Figure 1. Metal 4 (run 1).
The bar under the picture is 20 um long.
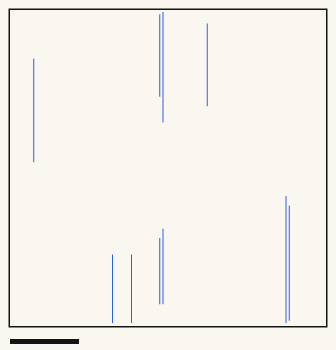
Figure 2. Signal wires on met3 (run 1).
The bar under the picture is 20 um long. Cells faint in the background.
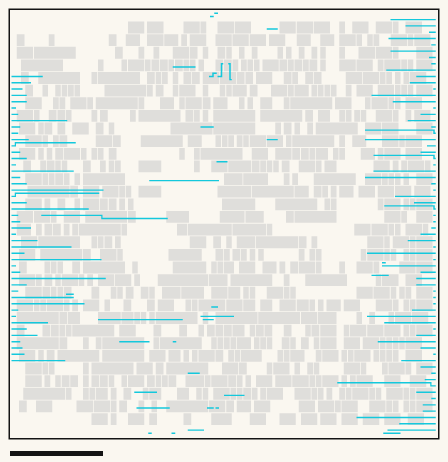
Figure 3. Met2 routing (run 1).
The bar under the picture is 20 um long. Cells faint in the background.
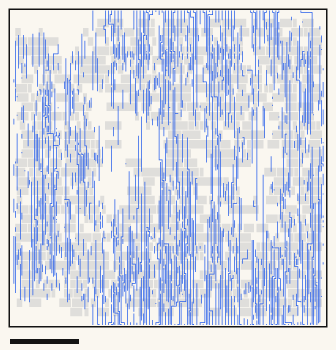
==> src/rtl/dmem_arbiter_pkg.sv <==
// -----------------------------------------------------------------------------
// dmem_arbiter_pkg
// Shared constants for the data-memory arbiter.
//   ADDR_W_DEF / DATA_W_DEF : default word-address and data widths
//   port_e                  : requester id (PORT_CPU = 0, PORT_AUX = 1)
//   rd_tag_t                : one read-tag slot (valid bit + owning port)
// -----------------------------------------------------------------------------
package dmem_arbiter_pkg;

  localparam int ADDR_W_DEF = 10;
  localparam int DATA_W_DEF = 32;

  typedef enum logic {
    PORT_CPU = 1'b0,
    PORT_AUX = 1'b1
  } port_e;

  typedef struct packed {
    logic  vld;
    port_e port;
  } rd_tag_t;

endpackage

==> src/rtl/dmem_arbiter_rd_tag_pipe.sv <==
// -----------------------------------------------------------------------------
// rd_tag_pipe
// READ_LAT-deep shift register that follows each granted read through the
// DataMem latency so the returning data can be steered to its owner.
// Ports:
//   clka   : clock
//   rsta   : asynchronous active-high reset, flushes every in-flight tag
//   i_tag  : tag entering in the grant cycle (vld = granted read)
//   o_tag  : tag whose data is on mem_douta this cycle
// -----------------------------------------------------------------------------
module rd_tag_pipe
  import dmem_arbiter_pkg::*;
#(
  parameter int READ_LAT = 1
) (
  input  logic    clka,
  input  logic    rsta,
  input  rd_tag_t i_tag,
  output rd_tag_t o_tag
);

  rd_tag_t r_tag_p [READ_LAT];

  always_ff @(posedge clka or posedge rsta) begin
    if (rsta) begin
      for (int i = 0; i < READ_LAT; i++) begin
        r_tag_p[i] <= '0;
      end
    end else begin
      r_tag_p[0] <= i_tag;
      for (int i = 1; i < READ_LAT; i++) begin
        r_tag_p[i] <= r_tag_p[i-1];
      end
    end
  end

  assign o_tag = r_tag_p[READ_LAT-1];

endmodule

==> src/rtl/dmem_arbiter.sv <==
// -----------------------------------------------------------------------------
// dmem_arbiter
// Two-port round-robin arbiter in front of a single-port DataMem.
// Grant is combinational in the request cycle; the granted port drives the
// memory port directly. Reads return READ_LAT cycles later on the owner's
// rvalid/rdata; writes complete in the grant cycle.
// Parameters:
//   ADDR_W   : word-address width
//   DATA_W   : data width
//   READ_LAT : DataMem read latency in cycles (legal range 1..4)
// Ports:
//   clka, rsta                        : clock, async active-high reset
//   pN_req/pN_we/pN_addr/pN_wdata     : requester N command (held until gnt)
//   pN_gnt                            : requester N accepted this cycle
//   pN_rvalid/pN_rdata                : read return for requester N
//   mem_wea/mem_addra/mem_dina        : DataMem command
//   mem_douta                         : DataMem read data
//   mem_rsta                          : DataMem reset (mirrors rsta)
// -----------------------------------------------------------------------------
module dmem_arbiter
  import dmem_arbiter_pkg::*;
#(
  parameter int ADDR_W   = ADDR_W_DEF,
  parameter int DATA_W   = DATA_W_DEF,
  parameter int READ_LAT = 1
) (
  input  logic              clka,
  input  logic              rsta,
  input  logic              p0_req,
  input  logic              p0_we,
  input  logic [ADDR_W-1:0] p0_addr,
  input  logic [DATA_W-1:0] p0_wdata,
  output logic              p0_gnt,
  output logic              p0_rvalid,
  output logic [DATA_W-1:0] p0_rdata,
  input  logic              p1_req,
  input  logic              p1_we,
  input  logic [ADDR_W-1:0] p1_addr,
  input  logic [DATA_W-1:0] p1_wdata,
  output logic              p1_gnt,
  output logic              p1_rvalid,
  output logic [DATA_W-1:0] p1_rdata,
  output logic [0:0]        mem_wea,
  output logic [ADDR_W-1:0] mem_addra,
  output logic [DATA_W-1:0] mem_dina,
  input  logic [DATA_W-1:0] mem_douta,
  output logic              mem_rsta
);

  port_e             r_last_grant;
  logic [ADDR_W-1:0] r_addr;
  logic [DATA_W-1:0] r_din;

  logic              w_gnt0;
  logic              w_gnt1;
  logic              w_any_gnt;
  port_e             w_gnt_port;
  logic              w_we;
  logic [ADDR_W-1:0] w_addr;
  logic [DATA_W-1:0] w_wdata;
  rd_tag_t           w_tag_in;
  rd_tag_t           w_tag_out;

  // Arbitration: on conflict the port that did not win last time goes first.
  // Grants are forced low while reset is asserted.
  always_comb begin
    w_gnt0 = 1'b0;
    w_gnt1 = 1'b0;
    if (!rsta) begin
      if (p0_req && (!p1_req || r_last_grant == PORT_AUX)) begin
        w_gnt0 = 1'b1;
      end else if (p1_req) begin
        w_gnt1 = 1'b1;
      end
    end
  end

  assign w_any_gnt  = w_gnt0 | w_gnt1;
  assign w_gnt_port = w_gnt1 ? PORT_AUX : PORT_CPU;
  assign w_we       = w_gnt1 ? p1_we    : p0_we;
  assign w_addr     = w_gnt1 ? p1_addr  : p0_addr;
  assign w_wdata    = w_gnt1 ? p1_wdata : p0_wdata;

  assign p0_gnt = w_gnt0;
  assign p1_gnt = w_gnt1;

  // last_grant and the held memory command only move on a grant
  always_ff @(posedge clka or posedge rsta) begin
    if (rsta) begin
      r_last_grant <= PORT_AUX;
      r_addr       <= '0;
      r_din        <= '0;
    end else if (w_any_gnt) begin
      r_last_grant <= w_gnt_port;
      r_addr       <= w_addr;
      r_din        <= w_wdata;
    end
  end

  // The memory samples its command on the grant edge, so the granted command
  // is forwarded combinationally; idle cycles replay the last command with
  // the write strobe low.
  assign mem_wea   = w_any_gnt & w_we;
  assign mem_addra = w_any_gnt ? w_addr  : r_addr;
  assign mem_dina  = w_any_gnt ? w_wdata : r_din;
  assign mem_rsta  = rsta;

  assign w_tag_in = '{vld: w_any_gnt & ~w_we, port: w_gnt_port};

  rd_tag_pipe #(
    .READ_LAT (READ_LAT)
  ) u_rd_tag_pipe (
    .clka  (clka),
    .rsta  (rsta),
    .i_tag (w_tag_in),
    .o_tag (w_tag_out)
  );

  assign p0_rvalid = w_tag_out.vld && (w_tag_out.port == PORT_CPU);
  assign p1_rvalid = w_tag_out.vld && (w_tag_out.port == PORT_AUX);
  assign p0_rdata  = p0_rvalid ? mem_douta : '0;
  assign p1_rdata  = p1_rvalid ? mem_douta : '0;

endmodule
==> config.mk <==
export PLATFORM = sky130hd
export DESIGN_NAME = dmem_arbiter
export DESIGN_NICKNAME = d
export VERILOG_FILES = /design/src/rtl/dmem_arbiter_pkg.sv /design/src/rtl/dmem_arbiter_rd_tag_pipe.sv /design/src/rtl/dmem_arbiter.sv
export SDC_FILE = /design/constraint.sdc
export NUM_CORES = 1
export LEC_CHECK = 0
export ABC_AREA = 1
export CORE_UTILIZATION = 37
export CTS_CLUSTER_DIAMETER = 60
export DETAILED_ROUTE_END_ITERATION = 6
export HOLD_SLACK_MARGIN = 0.1
export PLACE_DENSITY = 0.84
export SLEW_MARGIN = 10
export SYNTH_ARGS = -nofsm -noshare
export SYNTH_HDL_FRONTEND = slang
export SYNTH_HIERARCHICAL = 1
export SYNTH_SLANG_ARGS = --single-unit
==> constraint.sdc <==
create_clock -name clka -period 4.1 [get_ports clka]
set_input_delay 1.23 -clock clka [delete_from_list [all_inputs] [get_ports clka]]
set_output_delay 1.23 -clock clka [all_outputs]
set_load 0.02 [all_outputs]
==> GITHUB_STEP_SUMMARY, run 1 <==
## Implementation flow summary

| Metric | Value |
|---|---|
| Outcome | `completed` |
| Summed area of non-filler cells in the final layout | `5555 sq um` |
| GP Congestion | `0.8279` |
| Internal | `974.3 uW` |
| Most frequent logic cell in the layout | `sky130_fd_sc_hd__clkdlybuf4s50_1` |
| Power density over cell area | `260.3 nW/um^2` |
| Number of failing setup endpoints in the final timing report | `0` |
| Logic share of the area | `22.12%` |
| Register fraction of the total cell area | `20.29%` |
| Tool warning count | `27` |
| H-tree level count | `2` |
| Detailed-route vias per instance | `4.534` |
| CTS tree | `built` |
| Post-DR wirelength/cell | `13.16 um` |
| Comb gate area | `1229 sq um` |
| IO Pins | `234` |
| Logic inverters | `125` |
| Residual DRC | `0` |
| Path type of the worst setup path | `primary input to primary output` |
| Launch point of the worst reg-to-reg path | `r_last_grant$_DFFE_PP1P_` |
| Clock transition at the registers of the reported paths | `0.08 ns` |
| Maximum clock rate | `0.2622 GHz` |
| Dpl cells | `818` |
| WL met1 | `3.949 mm` |
| Power dissipated in sequential cells | `520 uW` |
| Main area contributors | `sky130_fd_sc_hd__dfrtp_1 37%, sky130_fd_sc_hd__nand2_1 16%, sky130_fd_sc_hd__inv_1 15%` |
| Buffer-and-inverter tally for the worst setup path | `4` |
| Area-dominant cell class after layout | `buffers` |
| Largest driver fanout on the critical path | `20` |
| Tightest Pin Transition | `1.025 ns` |
| Placeable core region | `7807 sq um` |
| Non-clock buffer count | `258` |
| Later-pin clock latency in the skew report | `0.29 ns` |
| Hold path endpoint | `r_din[18]$_DFF_PP0_` |
| Switching power share of the total | `32.62%` |
| Cell Type Count | `18` |
| Path depth of the worst reg2reg path | `9` |
| First element of the critical path | `rsta` |
| Period utilization | `93.02%` |
-- Figure 1 (at the start) --
- nets with wire on the layer: 10
- longest straight run: 36.7 um
- main direction: vertical
- wire length on this layer: 260 um
- share of all routed wire: 2.4%
final wirelength: 10.87 mm
overall via count from detail_route: 3,745

-- Figure 2 (at the start) --
- main direction: horizontal
- share of all routed wire: 7.1%
- longest straight run: 20.0 um
met3 Track Usage GR: 6.468%

-- Figure 3 (at the start) --
- wire length on this layer: 5,890 um
- share of all routed wire: 54%
- main direction: vertical
fraction of met2 tracks used by global routing: 50.68%

Figure 4. Track usage over the die (run 1).
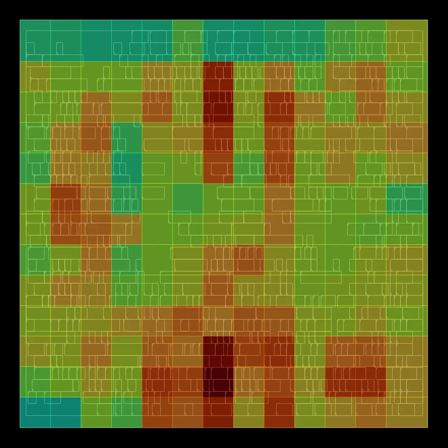

==> run 1 -> run 2 <==
==> constraint.sdc (replaced) <==
create_clock -name clka -period 4.4 [get_ports clka]
set_input_delay 1.32 -clock clka [delete_from_list [all_inputs] [get_ports clka]]
set_output_delay 1.32 -clock clka [all_outputs]
set_load 0.02 [all_outputs]
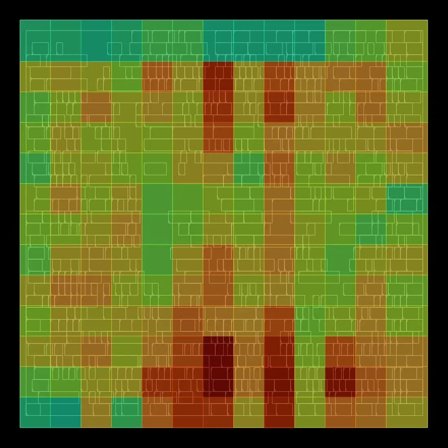
Figure 5: run 2, track usage over the die.
met3 Track Usage GR: 6.302%
Global Route met1 Usage: 24.90%
final core utilization: 72.39%
global router's overall resource usage: 25.63%
Most Crowded Layer GR: met2

==> GITHUB_STEP_SUMMARY, run 2 <==
## Implementation flow summary

| Metric | Value |
|---|---|
| Outcome | `completed` |
| Internal | `866.7 uW (-11%)` |
| Tightest Pin Transition | `1.013 ns (-0.01249 ns)` |
| Hold path endpoint | `r_din[30]$_DFF_PP0_` |
| Total gr overflow | `0` |
| Period utilization | `98.14%` |
| Most frequent logic cell in the layout | `sky130_fd_sc_hd__clkdlybuf4s50_1` |
| Clock transition at the registers of the reported paths | `0.09 ns (about the same)` |
| Maximum clock rate | `0.2316 GHz` |
| First element of the critical path | `p1_req` |
| Number of post-CTS setup repair buffers | `0` |
| GP Congestion | `0.8279 (unchanged)` |
| H-tree level count | `2 (unchanged)` |
| Register fraction of the total cell area | `19.95% (-0.35 points)` |
| Area-dominant cell class after layout | `buffers` |
| Logic inverters | `125 (unchanged)` |
| Worst endpoint required time | `3.08 ns` |
| CTS tree | `built` |
| Switching power share of the total | `33.70% (+1.1 points)` |
| Pwr top | `combinational logic` |
| Largest driver fanout on the critical path | `20 (unchanged)` |
| Dpl cells | `818 (unchanged)` |
| Launch point of the worst reg-to-reg path | `r_last_grant$_DFFE_PP1P_` |
| Buffer-and-inverter tally for the worst setup path | `3 (-1)` |
| IO Pins | `234 (unchanged)` |
| Residual DRC | `0 (unchanged)` |
| Post-DR wirelength/cell | `13.25 um (+0.72%)` |
| Number of failing setup endpoints in the final timing report | `0 (unchanged)` |
| Library cell contributing the largest single delay on the critical path | `sky130_fd_sc_hd__clkdlybuf4s50_1` |
| Non-clock buffer count | `258 (unchanged)` |
| Cell Type Count | `18 (unchanged)` |
| Power density over cell area | `231.3 nW/um^2 (-11%)` |
| Final wirelength | `10.95 mm (+0.72%)` |
| Power dissipated in sequential cells | `484 uW (-6.9%)` |
| Post-synth EDFFs | `0` |
| Main area contributors | `sky130_fd_sc_hd__dfrtp_1 37%, sky130_fd_sc_hd__nand2_1 16%, sky130_fd_sc_hd__inv_1 15%` |
| Path type of the worst setup path | `primary input to primary output` |
| Path depth of the worst reg2reg path | `9 (unchanged)` |
| Summed area of non-filler cells in the final layout | `5652 sq um (+1.7%)` |
| Number of hold buffers added after cts | `0` |
| Tool warning count | `27 (unchanged)` |
| Comb gate area | `1229 sq um (unchanged)` |
| Flip-flop cell with the highest count after synthesis | `sky130_fd_sc_hd__dfrtp_1` |
| Fraction of met2 tracks used by global routing | `51.68% (+1.0 points)` |
| Later-pin clock latency in the skew report | `0.29 ns (about the same)` |
| Overall via count from detail_route | `3,795 (+1.3%)` |
| WL met1 | `3.805 mm (-3.6%)` |
| Logic share of the area | `21.74% (-0.38 points)` |
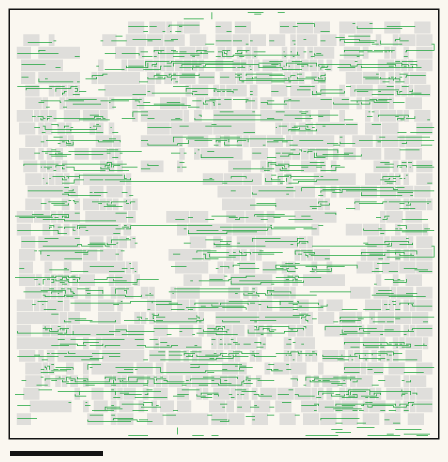
Figure 6: run 2, metal 1.
The bar under the picture is 20 um long. Cells faint in the background.
- nets with wire on the layer: 714
- share of all routed wire: 35%
- wire length on this layer: 3,810 um
- main direction: horizontal

Power and IR drop assume default switching activity.
